`src/rtl/dmg_cart_mbc1_pkg.sv`:
```
// Shared types and constants for the MBC1 cartridge mapper.
package dmg_cart_pkg;

    // Where a CPU read is served from, carried down the read pipeline.
    typedef enum logic [1:0] {
        REG_ROM      = 2'd0,
        REG_RAM      = 2'd1,
        REG_RAM_OFF  = 2'd2,
        REG_UNMAPPED = 2'd3
    } region_t;

    // CPU address windows, matched as (addr & MASK) == BASE.
    localparam logic [15:0] ROM_BASE      = 16'h0000;
    localparam logic [15:0] ROM_MASK      = 16'h8000;
    localparam logic [15:0] ROM_BANK_BASE = 16'h4000;
    localparam logic [15:0] ROM_BANK_MASK = 16'hC000;
    localparam logic [15:0] RAM_BASE      = 16'hA000;
    localparam logic [15:0] RAM_MASK      = 16'hE000;

    // Low nibble that unlocks cart RAM.
    localparam logic [3:0] RAMG_KEY = 4'hA;

    // Bank 0 can never be selected in the switchable window.
    localparam logic [4:0] BANK_LO_RESET = 5'd1;

    // Control register select, taken from cpu_addr[14:13].
    localparam logic [1:0] SEL_RAMG    = 2'd0;
    localparam logic [1:0] SEL_BANK_LO = 2'd1;
    localparam logic [1:0] SEL_BANK_HI = 2'd2;
    localparam logic [1:0] SEL_MODE    = 2'd3;

    // Classify a CPU address into the region its read data comes from.
    function automatic region_t decode_region(input logic [15:0] addr, input logic ram_on);
        region_t r;
        if ((addr & ROM_MASK) == ROM_BASE) begin
            r = REG_ROM;
        end else if ((addr & RAM_MASK) == RAM_BASE) begin
            r = ram_on ? REG_RAM : REG_RAM_OFF;
        end else begin
            r = REG_UNMAPPED;
        end
        return r;
    endfunction

endpackage

```
`src/rtl/dmg_cart_mbc1_if.sv`:
```
// CPU-side bus of the cartridge mapper: one read or write per cycle,
// read data returned later with a one-cycle valid pulse.
interface dmg_cart_mbc1_if;
    logic [15:0] cpu_addr;
    logic [7:0]  cpu_wdata;
    logic        cpu_rd;
    logic        cpu_wr;
    logic [7:0]  cpu_rdata;
    logic        cpu_rvalid;

    modport master (
        output cpu_addr, cpu_wdata, cpu_rd, cpu_wr,
        input  cpu_rdata, cpu_rvalid
    );

    modport slave (
        input  cpu_addr, cpu_wdata, cpu_rd, cpu_wr,
        output cpu_rdata, cpu_rvalid
    );
endinterface

```
`src/rtl/dmg_cart_mbc1_regs.sv`:
```
// MBC1 control registers: RAM enable, low/high bank and banking mode.
// Written by CPU stores to 0000-7FFF; a zero low bank is stored as 1.
import dmg_cart_pkg::*;

module dmg_mbc1_regs (
    input  logic       clk,
    input  logic       rst,
    input  logic       wr_en,
    input  logic [1:0] sel,
    input  logic [4:0] wdata,
    output logic [4:0] bank_lo,
    output logic [1:0] bank_hi,
    output logic       mode,
    output logic       ram_en
);

    logic [4:0] bank_lo_q, bank_lo_d;
    logic [1:0] bank_hi_q, bank_hi_d;
    logic       mode_q, mode_d;
    logic       ram_en_q, ram_en_d;

    // Decode the register select and compute the next register values.
    always_comb begin
        bank_lo_d = bank_lo_q;
        bank_hi_d = bank_hi_q;
        mode_d    = mode_q;
        ram_en_d  = ram_en_q;
        if (wr_en) begin
            case (sel)
                SEL_RAMG:    ram_en_d  = (wdata[3:0] == RAMG_KEY);
                SEL_BANK_LO: bank_lo_d = (wdata == 5'd0) ? BANK_LO_RESET : wdata;
                SEL_BANK_HI: bank_hi_d = wdata[1:0];
                default:     mode_d    = wdata[0];
            endcase
        end
    end

    // Register update with synchronous active-low reset.
    always_ff @(posedge clk) begin
        if (!rst) begin
            bank_lo_q <= BANK_LO_RESET;
            bank_hi_q <= 2'd0;
            mode_q    <= 1'b0;
            ram_en_q  <= 1'b0;
        end else begin
            bank_lo_q <= bank_lo_d;
            bank_hi_q <= bank_hi_d;
            mode_q    <= mode_d;
            ram_en_q  <= ram_en_d;
        end
    end

    assign bank_lo = bank_lo_q;
    assign bank_hi = bank_hi_q;
    assign mode    = mode_q;
    assign ram_en  = ram_en_q;

endmodule

```
`src/rtl/dmg_cart_mbc1.sv`:
```
// MBC1 cartridge mapper: decodes CPU stores into control registers,
// maps CPU reads onto banked ROM / cart RAM addresses and returns the
// data two cycles after the request.
// Optional cart RAM path: define DMG_CART_MBC1_RAM_EN to enable it;
// without it the RAM outputs stay 0 and A000-BFFF reads return 8'hFF.
import dmg_cart_pkg::*;

module dmg_cart_mbc1 #(
    parameter int ROM_ADDR_W = 15,
    parameter int RAM_ADDR_W = 13
) (
    input  logic                  clk,
    input  logic                  rst,
    dmg_cart_mbc1_if.slave        cpu,
    output logic [ROM_ADDR_W-1:0] rom_addr,
    input  logic [7:0]            rom_data,
    output logic [RAM_ADDR_W-1:0] ram_addr,
    output logic [7:0]            ram_wdata,
    output logic                  ram_we,
    input  logic [7:0]            ram_data
);

`ifdef DMG_CART_MBC1_RAM_EN
    localparam bit RAM_PATH_EN = 1'b1;
`else
    localparam bit RAM_PATH_EN = 1'b0;
`endif

    logic [4:0] bank_lo;
    logic [1:0] bank_hi;
    logic       mode;
    logic       ram_en;
    logic       reg_wr;

    assign reg_wr = cpu.cpu_wr && ((cpu.cpu_addr & ROM_MASK) == ROM_BASE);

    dmg_mbc1_regs u_regs (
        .clk     (clk),
        .rst     (rst),
        .wr_en   (reg_wr),
        .sel     (cpu.cpu_addr[14:13]),
        .wdata   (cpu.cpu_wdata[4:0]),
        .bank_lo (bank_lo),
        .bank_hi (bank_hi),
        .mode    (mode),
        .ram_en  (ram_en)
    );

    logic [ROM_ADDR_W-1:0] rom_addr_q, rom_addr_d;
    logic [RAM_ADDR_W-1:0] ram_addr_q, ram_addr_d;
    logic [7:0]            ram_wdata_q, ram_wdata_d;
    logic                  ram_we_q, ram_we_d;
    logic                  s1_valid_q, s1_valid_d;
    region_t               tag1_q, tag1_d;
    logic                  rvalid_q, rvalid_d;
    region_t               tag2_q, tag2_d;

    logic                  rd_accept;
    logic                  in_ram_win;
    region_t               region;
    logic [20:0]           rom_full;
    logic [14:0]           ram_full;
    logic [7:0]            rdata;

    // Map the current request with the bank state of this cycle and compute the pipeline's next state.
    always_comb begin
        rd_accept  = cpu.cpu_rd && !cpu.cpu_wr;
        in_ram_win = ((cpu.cpu_addr & RAM_MASK) == RAM_BASE);
        region     = decode_region(cpu.cpu_addr, ram_en && RAM_PATH_EN);

        if ((cpu.cpu_addr & ROM_BANK_MASK) == ROM_BANK_BASE) begin
            rom_full = {bank_hi, bank_lo, cpu.cpu_addr[13:0]};
        end else begin
            rom_full = {(mode ? bank_hi : 2'b00), 5'b0, cpu.cpu_addr[13:0]};
        end
        ram_full = {(mode ? bank_hi : 2'b00), cpu.cpu_addr[12:0]};

        rom_addr_d  = rom_addr_q;
        ram_addr_d  = ram_addr_q;
        ram_wdata_d = ram_wdata_q;
        ram_we_d    = 1'b0;
        s1_valid_d  = rd_accept;
        tag1_d      = tag1_q;

        if (rd_accept) begin
            tag1_d = region;
            if (region == REG_ROM) begin
                rom_addr_d = ROM_ADDR_W'(rom_full);
            end
            if (in_ram_win && RAM_PATH_EN) begin
                ram_addr_d = RAM_ADDR_W'(ram_full);
            end
        end

        if (cpu.cpu_wr && in_ram_win && ram_en && RAM_PATH_EN) begin
            ram_addr_d  = RAM_ADDR_W'(ram_full);
            ram_wdata_d = cpu.cpu_wdata;
            ram_we_d    = 1'b1;
        end

        rvalid_d = s1_valid_q;
        tag2_d   = s1_valid_q ? tag1_q : tag2_q;
    end

    // Pipeline registers; reset also discards any read in flight.
    always_ff @(posedge clk) begin
        if (!rst) begin
            rom_addr_q  <= '0;
            ram_addr_q  <= '0;
            ram_wdata_q <= '0;
            ram_we_q    <= 1'b0;
            s1_valid_q  <= 1'b0;
            tag1_q      <= REG_UNMAPPED;
            rvalid_q    <= 1'b0;
            tag2_q      <= REG_UNMAPPED;
        end else begin
            rom_addr_q  <= rom_addr_d;
            ram_addr_q  <= ram_addr_d;
            ram_wdata_q <= ram_wdata_d;
            ram_we_q    <= ram_we_d;
            s1_valid_q  <= s1_valid_d;
            tag1_q      <= tag1_d;
            rvalid_q    <= rvalid_d;
            tag2_q      <= tag2_d;
        end
    end

    // The memories register the address internally, so their output is steered by the stage-2 tag.
    always_comb begin
        case (tag2_q)
            REG_ROM: rdata = rom_data;
            REG_RAM: rdata = ram_data;
            default: rdata = 8'hFF;
        endcase
    end

    assign rom_addr       = rom_addr_q;
    assign ram_addr       = ram_addr_q;
    assign ram_wdata      = ram_wdata_q;
    assign ram_we         = ram_we_q;
    assign cpu.cpu_rdata  = rdata;
    assign cpu.cpu_rvalid = rvalid_q;

endmodule

```
`src/flat_wrapper.sv`:
```
// flat-port wrapper written by rule: the top's interface ports become plain ports
module dmg_cart_mbc1_flat 
#(
    parameter int ROM_ADDR_W = 15,
    parameter int RAM_ADDR_W = 13
)
  (clk, rst, rom_addr, rom_data, ram_addr, ram_wdata, ram_we, ram_data, cpu_cpu_addr, cpu_cpu_wdata, cpu_cpu_rd, cpu_cpu_wr, cpu_cpu_rdata, cpu_cpu_rvalid);
  dmg_cart_mbc1_if cpu_i ();
  input  logic clk;
  input  logic rst;
  output logic [ROM_ADDR_W-1:0] rom_addr;
  input  logic [7:0] rom_data;
  output logic [RAM_ADDR_W-1:0] ram_addr;
  output logic [7:0] ram_wdata;
  output logic ram_we;
  input  logic [7:0] ram_data;
  input wire logic [$bits(cpu_i.cpu_addr)-1:0] cpu_cpu_addr;
  input wire logic [$bits(cpu_i.cpu_wdata)-1:0] cpu_cpu_wdata;
  input wire logic [$bits(cpu_i.cpu_rd)-1:0] cpu_cpu_rd;
  input wire logic [$bits(cpu_i.cpu_wr)-1:0] cpu_cpu_wr;
  output wire logic [$bits(cpu_i.cpu_rdata)-1:0] cpu_cpu_rdata;
  output wire logic [$bits(cpu_i.cpu_rvalid)-1:0] cpu_cpu_rvalid;
  assign cpu_i.cpu_addr = cpu_cpu_addr;
  assign cpu_i.cpu_wdata = cpu_cpu_wdata;
  assign cpu_i.cpu_rd = cpu_cpu_rd;
  assign cpu_i.cpu_wr = cpu_cpu_wr;
  assign cpu_cpu_rdata = cpu_i.cpu_rdata;
  assign cpu_cpu_rvalid = cpu_i.cpu_rvalid;
  dmg_cart_mbc1 #(.ROM_ADDR_W(ROM_ADDR_W), .RAM_ADDR_W(RAM_ADDR_W)) u_core (.clk(clk), .rst(rst), .cpu(cpu_i), .rom_addr(rom_addr), .rom_data(rom_data), .ram_addr(ram_addr), .ram_wdata(ram_wdata), .ram_we(ram_we), .ram_data(ram_data));
endmodule
```
`config.mk`:
```
export PLATFORM = sky130hd
export DESIGN_NAME = dmg_cart_mbc1_flat
export DESIGN_NICKNAME = d
export VERILOG_FILES = /design/src/rtl/dmg_cart_mbc1_pkg.sv /design/src/rtl/dmg_cart_mbc1_if.sv /design/src/rtl/dmg_cart_mbc1_regs.sv /design/src/rtl/dmg_cart_mbc1.sv /design/src/flat_wrapper.sv
export SDC_FILE = /design/constraint.sdc
export NUM_CORES = 1
export LEC_CHECK = 0
export CAP_MARGIN = 15
export CORE_AREA = 5 5 69 71
export DETAILED_ROUTE_END_ITERATION = 8
export DIE_AREA = 0 0 74 76
export GPL_TIMING_DRIVEN = 1
export PLACE_DENSITY = 0.83
export SETUP_SLACK_MARGIN = 0.4
export SLEW_MARGIN = 5
export SYNTH_ARGS = -nofsm -noshare
export SYNTH_HDL_FRONTEND = slang
export SYNTH_SLANG_ARGS = --single-unit
export TNS_END_PERCENT = 5
```
`constraint.sdc`:
```
create_clock -name clk -period 1.2 [get_ports clk]
set_clock_uncertainty 0.15 [all_clocks]
set_input_delay 0.12 -clock clk [delete_from_list [all_inputs] [get_ports clk]]
set_output_delay 0.12 -clock clk [all_outputs]
set_load 0.01 [all_outputs]
```
### Met2 routing

The bar under the picture is 20 um long.
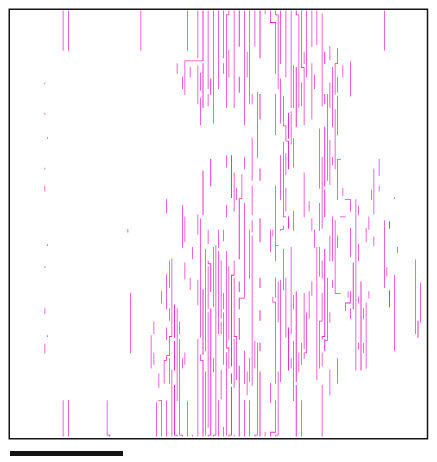
- longest straight run: 33.7 um
- share of all routed wire: 58%
- nets with wire on the layer: 228

### Port wiring

The bar under the picture is 20 um long.
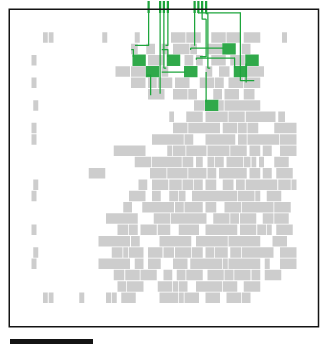
- green: cpu_cpu_rdata (bits 8; direction output; end cells 8; buffers 8; wire 169 um)
I/O pin count: 90
Buffers on Ports: 64

### Sequential cells coloured by netlist name

Other sequential cells in the stronger grey, the rest of the logic in the fainter grey.
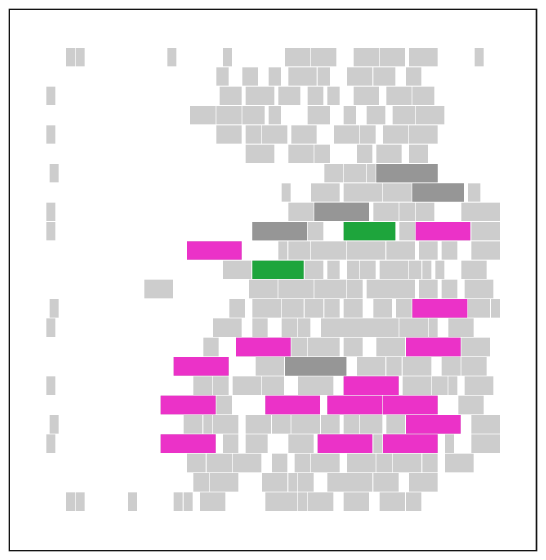
- magenta: u_core.rom_addr (sequential cells 15)
- green: u_core.tag1_q (sequential cells 2)

### Placed standard cells

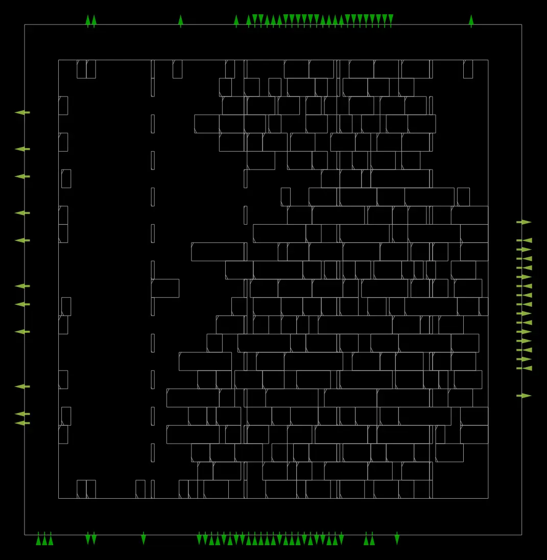
seq_cells: 22
# fillers: 364
row count: 24
sequential share of cell area: 0.222
core footprint: 4170 um2

### Metal layers overlaid

Only two layers are drawn.
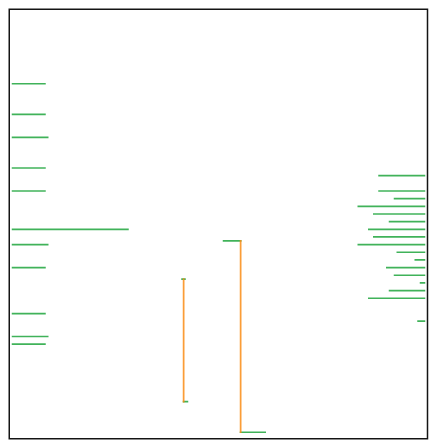
- orange: metal 4 (wire length 55.8 um)
- green: metal 3 (wire length 203 um)
via count: 1115
final WL: 3.38 mm

==> flow_summary.yaml <==
# physical design summary
status:
  outcome: "complete, but fails checks"
  violations: "negative hold slack, negative setup slack"
global_routing:
  use_met1: 0.110
routing:
  route.met2.wl_mm: 1.97
  drt_first_pass_iters: 4
finish:
  buffers: 84
  num-clock-buffers: 3
  drive_gt1_frac: 0.493
  nNonClkInverters: 0
  final_util: 0.506
  final_common_cell: "clkdlybuf4s50_1"
worst_setup_path:
  critPathMostFrequentCell: "buf_6"
  slowest_delay_ns: 0.37
  critical-path-slowest-cell: "dfxtp_4"
  rr_endpoint: "u_core.tag2_q[0]"
  crit_path_start_kind: "flop"
power:
  cellPowerDensity_nw_per_um2: 860
  p_leak_nw: 0.871
  vdd_drop_max_mv: 0.425
synth:
  ys_ff: 22
  top_cell: "nand2_1"
  ys_cells: 133
  common_cells: "32 x nand2_1, 23 x buf_4, 22 x dfxtp_1"
  ys_sh_xor: 0
  mux_area_frac: 0.0176
placed_design:
  dp_hpwl_mm: 2.47
sta:
  holdWs_ns: -0.0115
  setup_viol: 8
  fin_ws_ns: -0.339
  period_needed_ns: 1.54
  finalHoldViolations: 1
floorplanning:
  die_x_um: 74
  die_h_um: 76
clock_tree:
  cts_buffers: 3
  cts_tree: "done"
hold_path:
  hold_path.class: "in2reg"
==> sequential cells by signal, summed over array words and instances, names as in the netlist <==
name and cells:
u_core.tag1_q 2, u_core.rvalid_d 1, u_core.rom_addr 15, u_core.u_regs.bank_lo 1, u_core.cpu.cpu_rvalid 1, u_core.tag2_q 2
==> power by group <==
| group | total, mW | leakage [nW] | internal (mW) | switching (mW) |
|---|---|---|---|---|
| sequential | 0.774 | 0.186 | 0.754 | 0.0200 |
| clock | 0.679 | 0.0357 | 0.445 | 0.234 |
| combinational | 0.361 | 0.649 | 0.220 | 0.141 |
| total | 1.81 | 0.871 | 1.42 | 0.395 |
==> what timing repair did <==
item                       in CTS  in global routing
hold endpoints to repair        0                  1
resized                       142                 69
setup buffers                   5                  0
setup endpoints to repair      46                 43
pin swaps                      32                 38
No activity file was given, so power comes from the tool's default toggle rates.
